**config.mk**
```make
export PLATFORM = sky130hd
export DESIGN_NAME = button_debouncer
export DESIGN_NICKNAME = d
export VERILOG_FILES = /design/src/rtl/button_pkg.sv /design/src/rtl/button_debouncer_channel.sv /design/src/rtl/button_debouncer.sv
export SDC_FILE = /design/constraint.sdc
export NUM_CORES = 1
export LEC_CHECK = 0
export ABC_AREA = 1
export CORE_MARGIN = 3
export CORE_UTILIZATION = 66
export DETAILED_ROUTE_END_ITERATION = 16
export PLACE_DENSITY = 0.84
export SKIP_CTS_REPAIR_TIMING = 1
export SLEW_MARGIN = 10
export SYNTH_ARGS = -nofsm -noshare
export SYNTH_HDL_FRONTEND = slang
export SYNTH_HIERARCHICAL = 1
export SYNTH_SLANG_ARGS = --single-unit
```
**constraint.sdc**
```tcl
create_clock -name clock -period 4.2 [get_ports clock]
set_input_delay 0.84 -clock clock [delete_from_list [all_inputs] [get_ports clock]]
set_output_delay 0.84 -clock clock [all_outputs]
set_load 0.03 [all_outputs]
```
**src/rtl/button_pkg.sv**
```systemverilog
// Shared types and default timing for the push-button input stage.
`timescale 1ns/1ps
package button_pkg;

  typedef logic bool;

  typedef enum logic [1:0] {
    RELEASED        = 2'd0,
    PRESS_PENDING   = 2'd1,
    HELD            = 2'd2,
    RELEASE_PENDING = 2'd3
  } debounce_state_t;

  // 10 ms and 1 s at a 50 MHz clock
  localparam int unsigned DEBOUNCE_CYCLES_DEFAULT   = 500000;
  localparam int unsigned LONG_PRESS_CYCLES_DEFAULT = 50000000;

endpackage

```
**src/rtl/button_debouncer_channel.sv**
```systemverilog
// One button: 2-flop synchronizer, debounce FSM and counter, registered outputs.
// Long-press hold counter is built only when BUTTON_DEBOUNCER_LONG_PRESS_EN is defined.
`timescale 1ns/1ps
module debounce_channel
  import button_pkg::*;
#(
  parameter int unsigned DEBOUNCE_CYCLES   = DEBOUNCE_CYCLES_DEFAULT,
  parameter int unsigned LONG_PRESS_CYCLES = LONG_PRESS_CYCLES_DEFAULT
) (
  input  logic clock,
  input  logic reset,
  input  logic button_n,
  output logic pressed,
  output logic press_pulse,
  output logic release_pulse,
  output logic long_press
);

  localparam int unsigned CW = $clog2(DEBOUNCE_CYCLES + 1);
  localparam logic [CW-1:0] CNT_LAST = CW'(DEBOUNCE_CYCLES - 1);

  logic            sync1;
  logic            sync2;
  debounce_state_t state;
  logic [CW-1:0]   cnt;
  bool             press_accept;
  bool             release_accept;

  // Sync flops idle at 1 so a reset never looks like a press.
  always_ff @(posedge clock) begin
    if (reset) begin
      sync1 <= 1'b1;
      sync2 <= 1'b1;
    end else begin
      sync1 <= button_n;
      sync2 <= sync1;
    end
  end

  always_comb begin
    press_accept   = (state == PRESS_PENDING)   && !sync2 && (cnt == CNT_LAST);
    release_accept = (state == RELEASE_PENDING) &&  sync2 && (cnt == CNT_LAST);
  end

  always_ff @(posedge clock) begin
    if (reset) begin
      state         <= RELEASED;
      cnt           <= '0;
      pressed       <= 1'b0;
      press_pulse   <= 1'b0;
      release_pulse <= 1'b0;
    end else begin
      press_pulse   <= 1'b0;
      release_pulse <= 1'b0;
      case (state)
        RELEASED: begin
          if (!sync2) begin
            state <= PRESS_PENDING;
            cnt   <= '0;
          end
        end
        PRESS_PENDING: begin
          if (sync2) begin
            state <= RELEASED;
            cnt   <= '0;
          end else if (press_accept) begin
            state       <= HELD;
            cnt         <= '0;
            pressed     <= 1'b1;
            press_pulse <= 1'b1;
          end else begin
            cnt <= cnt + CW'(1);
          end
        end
        HELD: begin
          if (sync2) begin
            state <= RELEASE_PENDING;
            cnt   <= '0;
          end
        end
        RELEASE_PENDING: begin
          if (!sync2) begin
            state <= HELD;
            cnt   <= '0;
          end else if (release_accept) begin
            state         <= RELEASED;
            cnt           <= '0;
            pressed       <= 1'b0;
            release_pulse <= 1'b1;
          end else begin
            cnt <= cnt + CW'(1);
          end
        end
        default: begin
          state <= RELEASED;
          cnt   <= '0;
        end
      endcase
    end
  end

`ifdef BUTTON_DEBOUNCER_LONG_PRESS_EN
  localparam int unsigned HW = $clog2(LONG_PRESS_CYCLES + 1);
  localparam logic [HW-1:0] HOLD_LAST = HW'(LONG_PRESS_CYCLES - 1);
  localparam logic [HW-1:0] HOLD_SAT  = HW'(LONG_PRESS_CYCLES);

  logic [HW-1:0] hold_cnt;

  // Parking at HOLD_SAT (one past the firing value) blocks repeats until a new press.
  always_ff @(posedge clock) begin
    if (reset) begin
      hold_cnt   <= '0;
      long_press <= 1'b0;
    end else begin
      long_press <= 1'b0;
      if (press_accept) begin
        hold_cnt <= '0;
      end else if (state == HELD || state == RELEASE_PENDING) begin
        if (hold_cnt < HOLD_LAST) begin
          hold_cnt <= hold_cnt + HW'(1);
        end else if (hold_cnt == HOLD_LAST) begin
          long_press <= 1'b1;
          hold_cnt   <= HOLD_SAT;
        end
      end
    end
  end
`else
  // Constant 0; the parameter is referenced only to keep the interface uniform.
  assign long_press = 1'b0 & (LONG_PRESS_CYCLES != 0);
`endif

endmodule

```
**src/rtl/button_debouncer.sv**
```systemverilog
// Debounced push-button input stage: one debounce_channel per button.
// Define BUTTON_DEBOUNCER_LONG_PRESS_EN to enable the long_press pulses.
`timescale 1ns/1ps
module button_debouncer
  import button_pkg::*;
#(
  parameter int unsigned NUM_BUTTONS       = 3,
  parameter int unsigned DEBOUNCE_CYCLES   = DEBOUNCE_CYCLES_DEFAULT,
  parameter int unsigned LONG_PRESS_CYCLES = LONG_PRESS_CYCLES_DEFAULT
) (
  input  logic                   clock,
  input  logic                   reset,
  input  logic [NUM_BUTTONS-1:0] button_n,
  output logic [NUM_BUTTONS-1:0] pressed,
  output logic [NUM_BUTTONS-1:0] press_pulse,
  output logic [NUM_BUTTONS-1:0] release_pulse,
  output logic [NUM_BUTTONS-1:0] long_press
);

  for (genvar i = 0; i < NUM_BUTTONS; i++) begin : g_channel
    debounce_channel #(
      .DEBOUNCE_CYCLES  (DEBOUNCE_CYCLES),
      .LONG_PRESS_CYCLES(LONG_PRESS_CYCLES)
    ) u_channel (
      .clock        (clock),
      .reset        (reset),
      .button_n     (button_n[i]),
      .pressed      (pressed[i]),
      .press_pulse  (press_pulse[i]),
      .release_pulse(release_pulse[i]),
      .long_press   (long_press[i])
    );
  end

endmodule
```
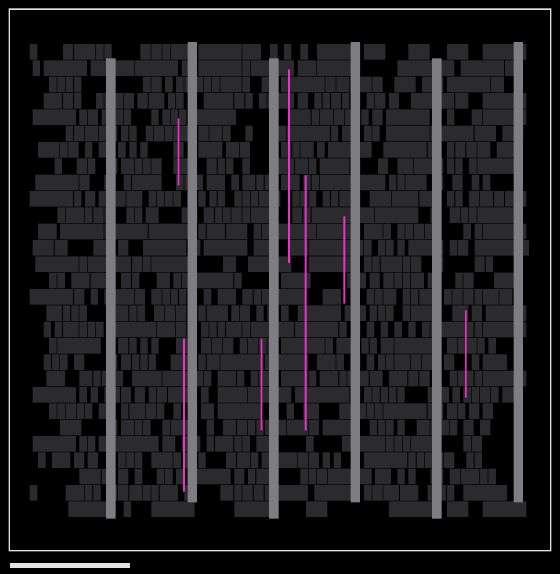
Figure 1: the metal 4 layer.
Bar = 20 um. Supply wires on this layer in gray.
wire length on this layer: 154 um
share of all routed wire: 1.5%
main direction: vertical
nets with wire on the layer: 6
longest straight run: 42.2 um

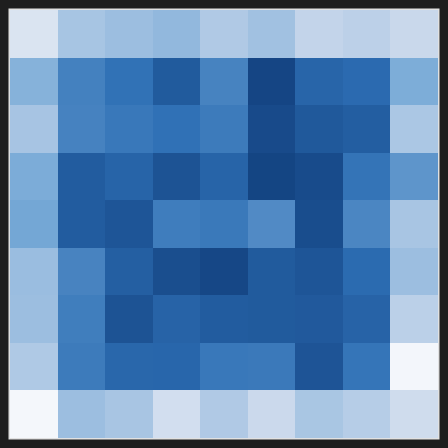
Figure 2: cell density map.
9 x 9 tiles, from white (low) to dark blue (high), 0 to 100% covered.
mean over tiles: 61%
tiles over 75% full: 38%
densest ninth of the die: center
fullest tile: 92%
utilization after layout: 0.762
Starting Density: 0.708

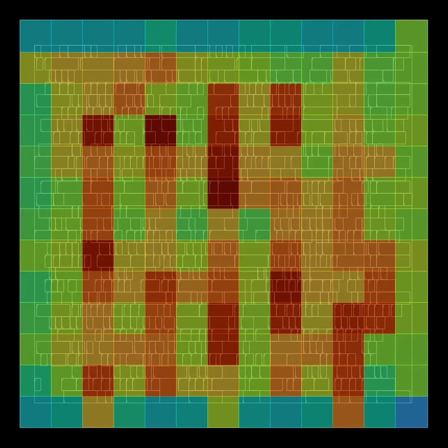
Figure 3: track usage over the die.
GRT met3 Usage: 0.0484
Most Crowded Layer GR: met2
wire per inst: 13.1 um
met1 Use GR: 0.335
GRT Overall Usage: 0.264

==> GITHUB_STEP_SUMMARY <==
## Synthesis and layout report

| Metric | Value |
|---|---|
| Fill cells | `roughly 520` |
| Synthesized area per cell | `between 6 and 7 um^2` |
| First-pass detailed-route iteration total | `6` |
| Pins Over Slew Limit | `0` |
| Fin crit period | `~2.2 ns` |
| # clk buffers | `9` |
| Yosys top cell by area | `dfxtp_1` |
| Synth top cell by count | `nand2_1` |
| Clock root buffer | `clkbuf_8` |
| Tap cells | `just over 90` |
| Clk_skew | `around 0.011 ns` |
| Syn. warnings | `6` |
| Netlist cell types | `29` |
| Seq/total area | `0.312` |
| Worst Max-Slew Pin Slew | `0.831 ns` |
| Cell Area, Synth | `4650 um^2` |
| Xor+xnor area frac | `0.00565` |
| MI comb cells | `roughly 500` |
| Drt first-iter violations | `334` |
| H-Tree Depth | `3` |
| Fmax | `~0.46 GHz` |
| Largest net degree at the start of global routing | `about 40` |
| Syn_nets | `around 700` |
| CTS tree | `built` |
| Non-Clock Buffer Count | `14` |
| Logic share of the area | `0.535` |
| Outcome | `finished clean` |
| Main flop type | `dfxtp_1` |
| Final hold slack | `0.415 ns` |
| Design Power | `roughly 1.5 mW` |
| Syn-to-layout area delta | `7.67%` |
| Bufs on Longest Clock Path | `2` |
| Die X | `~90 um` |
| Clock network area share | `0.0403` |
| FA/HA/MAJ Cells, Area Fraction | `0.00808` |
| CP startpoint | `g_channel[2].u_channel/pressed` |
| RePlAce Congestion | `~0.94` |
| Register-to-register setup slack | `between 2 and 2.5 ns` |
| Cell family with most CP delay | `buffers and inverters` |
| Routed Antenna Nets | `0` |
| Met2 routed WL | `just under 5000 um` |
| Logic family by area | `simple AND/OR/NAND/NOR gates` |
| Invs w/o clock | `between 80 and 90` |
| Top Metal Used | `met4` |
| Cts bufs inserted | `9` |
| DP Area | `just under 5000 um^2` |
| Vias per cell | `5.54` |
| Psw | `405 uW` |
| Vias in the first global route | `slightly above 4,000` |
| Detailed Route WL | `10,300 um` |
| Post-synth EDFFs | `0` |
| Register area | `approximately 1600 um^2` |
| Crit path depth | `1` |
| Max FFs per register | `approximately 57` |
| Power share of the combinational group | `0.086` |
| Clock network power share | `0.392` |
| GR Util met2 | `0.440` |
| Internal | `about 1.1 mW` |
| Data required, critical path | `3.36 ns` |
| Reg-to-reg endpoint | `g_channel[0].u_channel/cnt[5]` |
| Pre-CTS setup slack | `around 1.9 ns` |
| Die height | `between 80 and 90 um` |
| Final HPWL DP | `around 7500 um` |
| Clock transition at path regs | `0.08 ns` |
| Largest stage delay on the critical path | `between 0.6 and 0.7 ns` |
| Hold Path Origin | `g_channel[0].u_channel/sync1` |
| Setup TNS | `0 ns` |
| R2R cell count | `8` |
| Max-Cap Viols | `0` |
| FFs w/ async S/R, synth | `0` |
| Unrepaired setup endpoints after global routing | `false` |
Power figures rest on the tool's default switching activity, not on a simulated workload.
